File: src/rtl/grid_renderer.sv
// Playfield drawing stage: walks the column-word memory and streams one pixel write per cycle.
// Optional build macro GRID_OUTLINE_EN draws white edges around non-empty cells.
module grid_renderer #(
    parameter int unsigned NUM_COLS   = 16,
    parameter int unsigned NUM_CELLS  = 14,
    parameter int unsigned CELL_PX    = 8,
    parameter int unsigned RD_LATENCY = 1,
    parameter int unsigned X_OFFSET   = 0,
    parameter int unsigned Y_OFFSET   = 0
) (
    input  logic                   CLOCK_50,
    input  logic                   resetn,
    input  logic                   start,
    output logic [4:0]             mem_addr,
    input  logic [2*NUM_CELLS-1:0] mem_q,
    output logic [7:0]             x,
    output logic [6:0]             y,
    output logic [2:0]             colour,
    output logic                   plot,
    output logic                   busy,
    output logic                   done
);

    localparam int unsigned WORD_W = 2 * NUM_CELLS;
    localparam int unsigned COL_W  = (NUM_COLS > 1) ? $clog2(NUM_COLS) : 1;
    localparam int unsigned CELL_W = (NUM_CELLS > 1) ? $clog2(NUM_CELLS) : 1;
    localparam int unsigned PX_W   = (CELL_PX > 1) ? $clog2(CELL_PX) : 1;
    localparam int unsigned WT_W   = (RD_LATENCY > 1) ? $clog2(RD_LATENCY) : 1;

    localparam logic [COL_W-1:0]  COL_MAX  = COL_W'(NUM_COLS - 1);
    localparam logic [CELL_W-1:0] CELL_MAX = CELL_W'(NUM_CELLS - 1);
    localparam logic [PX_W-1:0]   PX_MAX   = PX_W'(CELL_PX - 1);
    localparam logic [WT_W-1:0]   WT_MAX   = WT_W'(RD_LATENCY - 1);

    localparam logic [1:0] StIdle  = 2'd0;
    localparam logic [1:0] StFetch = 2'd1;
    localparam logic [1:0] StWait  = 2'd2;
    localparam logic [1:0] StDraw  = 2'd3;

    logic [1:0]        r_state;
    logic [COL_W-1:0]  r_col;
    logic [CELL_W-1:0] r_cell;
    logic [PX_W-1:0]   r_py;
    logic [PX_W-1:0]   r_px;
    logic [WT_W-1:0]   r_wait;
    logic [WORD_W-1:0] r_word;
    logic [7:0]        r_x;
    logic [6:0]        r_y;
    logic [2:0]        r_colour;
    logic              r_plot;
    logic              r_busy;
    logic              r_done;

    logic              w_px_last;
    logic              w_py_last;
    logic              w_pix_last;
    logic              w_col_last;
    logic              w_wait_last;
    logic [CELL_W-1:0] w_cell_n;
    logic [PX_W-1:0]   w_py_n;
    logic [PX_W-1:0]   w_px_n;
    logic [WORD_W-1:0] w_word;
    logic [WORD_W-1:0] w_shifted;
    logic [1:0]        w_cell_val;
    logic [2:0]        w_colour_n;
    logic [7:0]        w_x_n;
    logic [6:0]        w_y_n;

    assign w_px_last   = (r_px == PX_MAX);
    assign w_py_last   = (r_py == PX_MAX);
    assign w_pix_last  = w_px_last && w_py_last && (r_cell == CELL_MAX);
    assign w_col_last  = (r_col == COL_MAX);
    assign w_wait_last = (r_wait == WT_MAX);

    // Counters of the pixel to present next; zero when entering DRAW from WAIT.
    always_comb begin
        w_px_n   = '0;
        w_py_n   = '0;
        w_cell_n = '0;
        if (r_state == StDraw) begin
            w_px_n   = w_px_last ? '0 : r_px + 1'b1;
            w_py_n   = w_px_last ? (w_py_last ? '0 : r_py + 1'b1) : r_py;
            w_cell_n = (w_px_last && w_py_last) ? r_cell + 1'b1 : r_cell;
        end
    end

    // The first pixel of a column is formed from mem_q in the same edge that latches it.
    assign w_word     = (r_state == StWait) ? mem_q : r_word;
    assign w_shifted  = w_word >> {w_cell_n, 1'b0};
    assign w_cell_val = w_shifted[1:0];

    always_comb begin
        w_colour_n = 3'b000;
        case (w_cell_val)
            2'b01:   w_colour_n = 3'b100;
            2'b10:   w_colour_n = 3'b110;
            2'b11:   w_colour_n = 3'b010;
            default: w_colour_n = 3'b000;
        endcase
`ifdef GRID_OUTLINE_EN
        if ((w_cell_val != 2'b00) &&
            ((w_px_n == '0) || (w_px_n == PX_MAX) || (w_py_n == '0) || (w_py_n == PX_MAX))) begin
            w_colour_n = 3'b111;
        end
`endif
    end

    assign w_x_n = 8'(X_OFFSET + r_col * CELL_PX + w_px_n);
    assign w_y_n = 7'(Y_OFFSET + w_cell_n * CELL_PX + w_py_n);

    always_ff @(posedge CLOCK_50 or negedge resetn) begin
        if (!resetn) begin
            r_state  <= StIdle;
            r_col    <= '0;
            r_cell   <= '0;
            r_py     <= '0;
            r_px     <= '0;
            r_wait   <= '0;
            r_word   <= '0;
            r_x      <= '0;
            r_y      <= '0;
            r_colour <= '0;
            r_plot   <= 1'b0;
            r_busy   <= 1'b0;
            r_done   <= 1'b0;
        end else begin
            r_done <= 1'b0;
            case (r_state)
                StIdle: begin
                    r_plot <= 1'b0;
                    if (start) begin
                        r_state <= StFetch;
                        r_col   <= '0;
                        r_busy  <= 1'b1;
                    end
                end
                StFetch: begin
                    r_state <= StWait;
                    r_wait  <= '0;
                end
                StWait: begin
                    if (w_wait_last) begin
                        r_state  <= StDraw;
                        r_word   <= mem_q;
                        r_cell   <= '0;
                        r_py     <= '0;
                        r_px     <= '0;
                        r_x      <= w_x_n;
                        r_y      <= w_y_n;
                        r_colour <= w_colour_n;
                        r_plot   <= 1'b1;
                    end else begin
                        r_wait <= r_wait + 1'b1;
                    end
                end
                StDraw: begin
                    if (w_pix_last) begin
                        r_plot <= 1'b0;
                        r_cell <= '0;
                        r_py   <= '0;
                        r_px   <= '0;
                        if (w_col_last) begin
                            r_state <= StIdle;
                            r_col   <= '0;
                            r_busy  <= 1'b0;
                            r_done  <= 1'b1;
                        end else begin
                            r_state <= StFetch;
                            r_col   <= r_col + 1'b1;
                        end
                    end else begin
                        r_cell   <= w_cell_n;
                        r_py     <= w_py_n;
                        r_px     <= w_px_n;
                        r_x      <= w_x_n;
                        r_y      <= w_y_n;
                        r_colour <= w_colour_n;
                    end
                end
                default: r_state <= StIdle;
            endcase
        end
    end

    assign mem_addr = 5'(r_col);
    assign x        = r_x;
    assign y        = r_y;
    assign colour   = r_colour;
    assign plot     = r_plot;
    assign busy     = r_busy;
    assign done     = r_done;

endmodule
File: config.mk
export PLATFORM = sky130hd
export DESIGN_NAME = grid_renderer
export DESIGN_NICKNAME = d
export VERILOG_FILES = /design/src/rtl/grid_renderer.sv
export SDC_FILE = /design/constraint.sdc
export NUM_CORES = 1
export LEC_CHECK = 0
export ABC_AREA = 1
export CAP_MARGIN = 20
export CORE_AREA = 2 2 92 94
export DETAILED_ROUTE_END_ITERATION = 8
export DIE_AREA = 0 0 94 96
export GPL_ROUTABILITY_DRIVEN = 1
export PLACE_DENSITY_LB_ADDON = 0.3
export SETUP_SLACK_MARGIN = 0.4
export SYNTH_ARGS = -nofsm -noshare
export SYNTH_HDL_FRONTEND = slang
export SYNTH_SLANG_ARGS = --single-unit
File: constraint.sdc
create_clock -name CLOCK_50 -period 3.7 [get_ports CLOCK_50]
set_input_delay 0.37 -clock CLOCK_50 [delete_from_list [all_inputs] [get_ports CLOCK_50]]
set_output_delay 0.37 -clock CLOCK_50 [all_outputs]
set_load 0.005 [all_outputs]
==> run_1/layers.png <==
The bar under the picture is 20 um long. Two of the layers only.
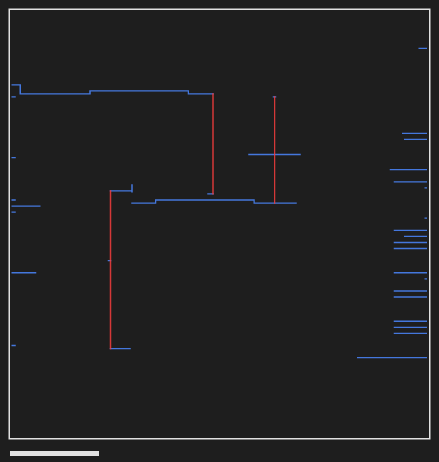
| layer | colour | wire length |
|---|---|---|
| M4 | red | 81.6 um |
| M3 | blue | 238 um |
Post-Route WL: 6960 um
routed vias: 2,506

==> run_1/ff_map.png <==
The bar under the picture is 20 um long.
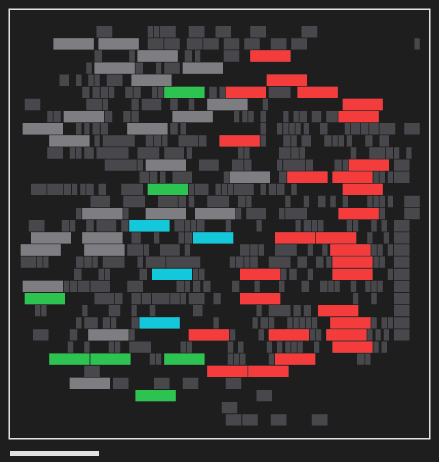
| netlist name | colour | sequential cells |
|---|---|---|
| y | green | 7 |
| r_word | red | 28 |
| r_cell | cyan | 4 |
not coloured: 24
final cell utilization of the core: 48.6%
sequential cell area share: 40.3%

==> run_1/gates.png <==
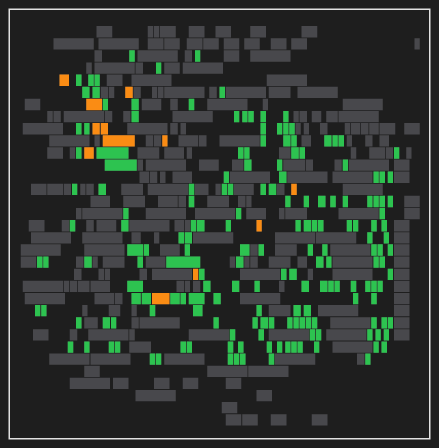
| family | colour | cells |
|---|---|---|
| nor cells | orange | 12 |
| nand cells | green | 179 |
most used logic cell in the final layout: nand2_1
Finished Layout Cells: 535
logic share of the area: 34.5%

==> run_1/congestion_map.png <==
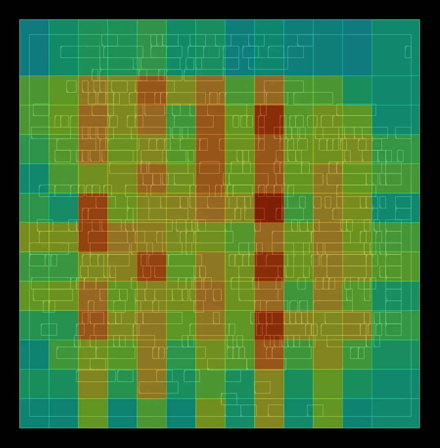
Total Routing Usage GR: 17.2%
Global Route met1 Usage: 22.5%
met2 Use GR: 28.8%
busiest layer in global routing: met2
met3 Track Usage GR: 2.90%

-- run 1: metal layers --
metal / GRT usage [%] / wire length [um] / up-vias
li1: - / - / 1291
met1: 22.5 / 3310 / 1170
met2: 28.8 / 3330 / 38
met3: 2.90 / 237 / 7
met4: 6.52 / 81 / 0
met5: 0 / 0 / -
-- run 1: per-stage QoR --
stage / hold WS (ns) / instance area, um^2 / cells / utilization, % / setup WS, ns
after global placement: 0.453 / 3740 / 520 / 46.4 / 1.00
after detailed placement: 0.457 / 3740 / 520 / 46.4 / 0.998
after floorplan: 0.0744 / 3160 / 375 / - / 1.54
after global routing: 0.164 / 3910 / 535 / 48.6 / 0.655
after CTS: 0.134 / 3910 / 535 / 48.6 / 0.965
final: 0.0995 / 3910 / 535 / 48.6 / 0.998
-- run 1: cells by family after synthesis --
group | count (synthesis)
compound gates | 47
fa+ha+maj | 14
buf+inv | 51
flops | 63
other cells | 1
simple gates | 197
-- run 1: cells in the final DEF (no fill, tap or decap) --
cell type,instances
nor2_4,1
nor2_8,1
nand4_4,1
or2_2,4
o211ai_1,3
a21oi_1,8
clkbuf_1,3
nor2_1,4
o22ai_1,2
clkbuf_8,12
clkdlybuf4s50_1,52
nand2_1,139
dfrtp_1,63
o2111ai_1,1
nand2_2,4
nand2_8,2
nand3_1,29
buf_2,1
inv_1,30
inv_2,5
nand3_2,3
o21ai_2,1
nor2_2,2
a31oi_1,1
clkinv_2,1
ha_1,14
o21ai_1,7
nor3_2,1
and2_1,1
o21ai_0,24
or2_0,1
conb_1,3
buf_4,2
nand4_1,1
nor3_1,3
-- run 1: power by group --
part / internal, mW / leakage [nW] / total, mW / switching, mW
combinational: 0.0426 / 1.09 / 0.0810 / 0.0384
sequential: 0.706 / 0.729 / 0.711 / 0.00531
clock: 0.296 / 0.0898 / 0.539 / 0.243
-- run 1: area by class of cell --
type | instances | area, um^2
multi-input cells | 261 | 1350
well taps | 105 | 131
inverters | 36 | 136
repair buffers | 55 | 541
fillers | 803 | 4140
flip-flops and latches | 63 | 1580
clock buffers | 15 | 176
-- run 1: worst max-delay path, delay by kind of cell, from the launching register on --
family	cells	cell delay, ns
flops	1	0.40
compound gates	2	0.29
fa+ha+maj	2	0.86
simple gates	5	0.77
buf+inv	2	0.26
-- run 1: path summary, 6_finish.rpt --
check	endpoint	slack, ns	cells after the start
worst min register to register	r_word[10]	0.47	2
worst max register to register	colour[1]	1.0	11
min in group CLOCK_50	r_word[10]	0.47	2
worst max-delay path	colour[1]	1.0	11
max in group asynchronous	y[5]	2.71	2
worst min-delay path	r_word[22]	0.1	1
-- run 1: state kept, by name, summed over array words and instances, names as in the netlist --
register	count
r_word	28
y	7
plot	1
r_cell	4
r_state	2
r_py	3
r_px	3
r_col	4
colour	2
busy	1
x	7
done	1
==> results.cfg, run 1 <==
; synthesis and place-and-route metrics
[status]
status = finished, final reports clean

[clock_tree]
cts_tree = yes
post_cts_resize_count = 0
cts.htree.levels = 3
cts_hold_buf = 0
clockBufferDepth = 2
cts_setup_buffers = 0
numCtsBuffers = 9

[floorplan]
num_io_pins = 57
die_area_mm2 = 0.00902
fp.coreArea_mm2 = 0.00805
rows = 33
fp_util_pct = 39.2
die_x_um = 94
die_y_um = 96

[worst_hold_path]
hold_path.class = in2async

[place]
port_buffers = 53
dp_hpwl_um = 4810
gp_congestion = 0.755

[pwr]
p_leak_nw = 1.91
max-vdd-ir-drop_mv = 0.150

[yosys]
ys_sh_mux_pct = 0
yosys_warnings = 0
top_cell = nand2_1
synth_simple_gate_area_share_pct = 28.9
synth-compound-area-share_pct = 8.06
edf_count = 0
synthXorXnorAreaFrac_pct = 0
synthTopCellsByCount = nand2_1 (139), dfrtp_1 (63), inv_1 (30)
yosys.area.top_type_share_pct = 50.0
synth_seq_share_pct = 50.0
ys_types = 34
postSynthAreaPerCell_um2 = 8.45
syn_area_mm2 = 0.00315
area_leaders = dfrtp_1 (50%), nand2_1 (17%), ha_1 (5.6%), nand3_1 (4.6%), o21ai_0 (3.8%)
ys_cells = 373

[sta]
drv_slew = 0
tightest_slew_ns = 0.781
min_period_over_period_pct = 73.0
fin_worst_skew_ns = 0.00557
hold_viol = 0
rsz0062_at_grt = no
fmax_ghz = 0.370
period_needed_ns = 2.70
finalSetupTns_ns = 0

[route]
wl_per_cell_um = 13.0
drtIter0Drc = 121
drt_first_pass_iters = 4
route.detailed.drc = 0
viasPerCell = 4.68

[job]
tool_warnings = 32
cap_violations = 0

[setup_path]
end_kind = register
r2r_start = r_state[0]
cp.arrival_ns = 2.92
crit_fanout = 14
crit_start = r_state[0]
crit_required_ns = 3.92
critPathLaunchType = register

[layout]
syn_to_final_growth_pct = 24.1
layout.nets = 471
drive_above_1_share_pct = 9.53

[grt]
grt_pass1_wl_um = 12000
grt.overflow.total = 0
grt_max_degree = 34
## Run 2: what changed since run 1
clock period = 2.7 ns   (was 3.7 ns; I/O delays follow)
==> run 2 against run 1 <==
Against the previous run:
- hold slack better by 0.36 ns
- area after synthesis did not move
- design area rose by 8.3%
- critical path depth rose by 4
- power increased by 42%
- register-to-register slack worse by 0.49 ns
- critical path type unchanged
- largest cell class unchanged
==> results.cfg, run 2 <==
; synthesis and place-and-route metrics
[place]
port_buffers = 53
dp_hpwl_um = 4950
gp_congestion = 0.886

[route]
viasPerCell = 4.71
route.detailed.drc = 0
vias = 2604
wl_per_cell_um = 13.2
drt_first_pass_iters = 4
drtIter0Drc = 88

[layout]
syn_to_final_growth_pct = 34.3
drive_above_1_share_pct = 16.1
largest_register_ffs = 28
final_cell_mix = nand2_1 (138), dfrtp_1 (62), clkdlybuf4s50_1 (52)
antenna_cells = 0
layout.nets = 491
largest-register = r_word
final_common_cell = nand2_1

[setup_path]
r2r_start = r_py[0]
critPathLaunchType = register
ff2ff_setup_slack_ns = 0.50
crit_required_ns = 2.93
regToRegEndpoint = colour[1]
crit_fanout = 13
crit_start = r_py[0]
end_kind = register
cp.arrival_ns = 2.42
r2r.worst_path.cells = 15
crit_end = colour[1]

[floorplan]
die_x_um = 94
die_area_mm2 = 0.00902
die_y_um = 96
rows = 33
fp_util_pct = 39.2
num_io_pins = 57
fp.coreArea_mm2 = 0.00805

[yosys]
area_leaders = dfrtp_1 (50%), nand2_1 (17%), ha_1 (5.6%), nand3_1 (4.6%), o21ai_0 (3.8%)
synth_seq_share_pct = 50.0
syn_area_mm2 = 0.00315
ys_types = 34
postSynthAreaPerCell_um2 = 8.45
ys_cells = 373
top_cell = nand2_1
synthTopCellsByCount = nand2_1 (139), dfrtp_1 (63), inv_1 (30)
yosys.area.top_type_share_pct = 50.0
edf_count = 0

[sta]
fmax_ghz = 0.456
finalSetupTns_ns = 0
hold-worst-slack_ns = 0.455
rsz0062_at_grt = no
period_needed_ns = 2.20
min_period_over_period_pct = 81.3
fin_worst_skew_ns = 0.00433
drv_slew = 0
tightest_slew_ns = 0.517

[clock_tree]
cts.htree.levels = 3
clockBufferDepth = 2
cts_tree = yes
clk_latency_ns = 0.34
numCtsBuffers = 9

[pwr]
p_leak_nw = 2.02
powerDensity_mw_per_mm2 = 446
max-vdd-ir-drop_mv = 0.243

[job]
tool_warnings = 32
cap_violations = 0

[grt]
grt.overflow.total = 0
grt_pass1_wl_um = 11800
grt_pass1_vias = 2543

[status]
status = finished, final reports clean

[worst_hold_path]
hold_path.class = in2async
[run 2: worst max-delay path: stages (launching register included)]
cell and delay (ns):
dfrtp_1 0.37, ha_2 0.21, ha_4 0.17, nand2_4 0.09, nand2_8 0.11, nand2_4 0.05
nor2_4 0.12, buf_12 0.14, nand2_1 0.05, o21ai_1 0.09, a21oi_1 0.09, nand3_1 0.07
nand2_1 0.10, ha_1 0.20, o21ai_0 0.16, nand2_1 0.07
[run 2: where the power goes]
part / leakage (nW) / total (mW) / switching (mW) / internal (mW)
registers: 0.728 / 0.975 / 0.00704 / 0.968
clock network: 0.0944 / 0.800 / 0.338 / 0.462
logic: 1.20 / 0.116 / 0.0544 / 0.0612
[run 2: area by class of cell]
type                    instances  area, um^2
repair buffers                 74         706
multi-input cells             262        1490
clock inverters                 1        30.0
inverters                      36         143
fillers                       753        3820
clock buffers                  12         155
well taps                     105         131
flip-flops and latches         63        1580
[run 2: cells by family after synthesis]
kind of cell               share of synthesized area, %
AOI/OAI and AO/OA                                  8.06
adders and majority gates                          5.56
buffers and inverters                              7.38
DFF                                                50.0
other                                             0.119
and+or+nand+nor                                    28.9
[run 2: per-stage QoR]
| stage | util, % | instances | power, mW | worst slack [ns] | area, um^2 |
|---|---|---|---|---|---|
| after floorplan | - | 375 | 1.03 | 0.540 | 3160 |
| after global placement | 46.8 | 524 | 1.11 | 0.375 | 3770 |
| after detailed placement | 46.8 | 524 | 1.11 | 0.319 | 3770 |
| after CTS | 49.5 | 539 | 1.91 | 0.402 | 3980 |
| after global routing | 52.6 | 553 | 1.97 | 0.351 | 4240 |
| final | 52.6 | 553 | 1.89 | 0.505 | 4240 |
[run 2: routing by layer]
layer	track usage (%)	routed length [um]
met2	28.2	3620
met4	6.52	98
met1	21.3	3230
met3	3.21	333
met5	0	0
[run 2: repair_timing]
| action | CTS | global route |
|---|---|---|
| setup endpoints to repair | 2 | 2 |
| pin swaps | 0 | 6 |
| hold endpoints to repair | 23 | 0 |
| gates cloned | 0 | 1 |
| resized | 3 | 28 |
| hold buffers | 1 | 0 |
| setup buffers | 1 | 13 |
[run 2: how the worst min path moves through the flow]
stage               startpoint         end  cells past startpoint
finish                  resetn  r_word[22]                      2
global route        r_word[16]  r_word[16]                      2
global placement        resetn  r_word[22]                      1
detailed placement      resetn  r_word[12]                      1
CTS                     resetn   r_word[4]                      2
floorplan               resetn        busy                      0
==> run_2/layers.png <==
The bar under the picture is 20 um long. Two of the layers only.
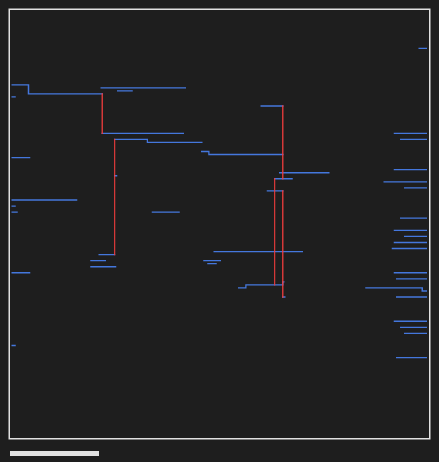
| layer | colour | wire length |
|---|---|---|
| M4 | red | 98.6 um |
| M3 | blue | 333 um |
Post-Route WL: 7280 um
Total Routing Usage GR: 16.7%

Power and IR drop assume default switching activity.
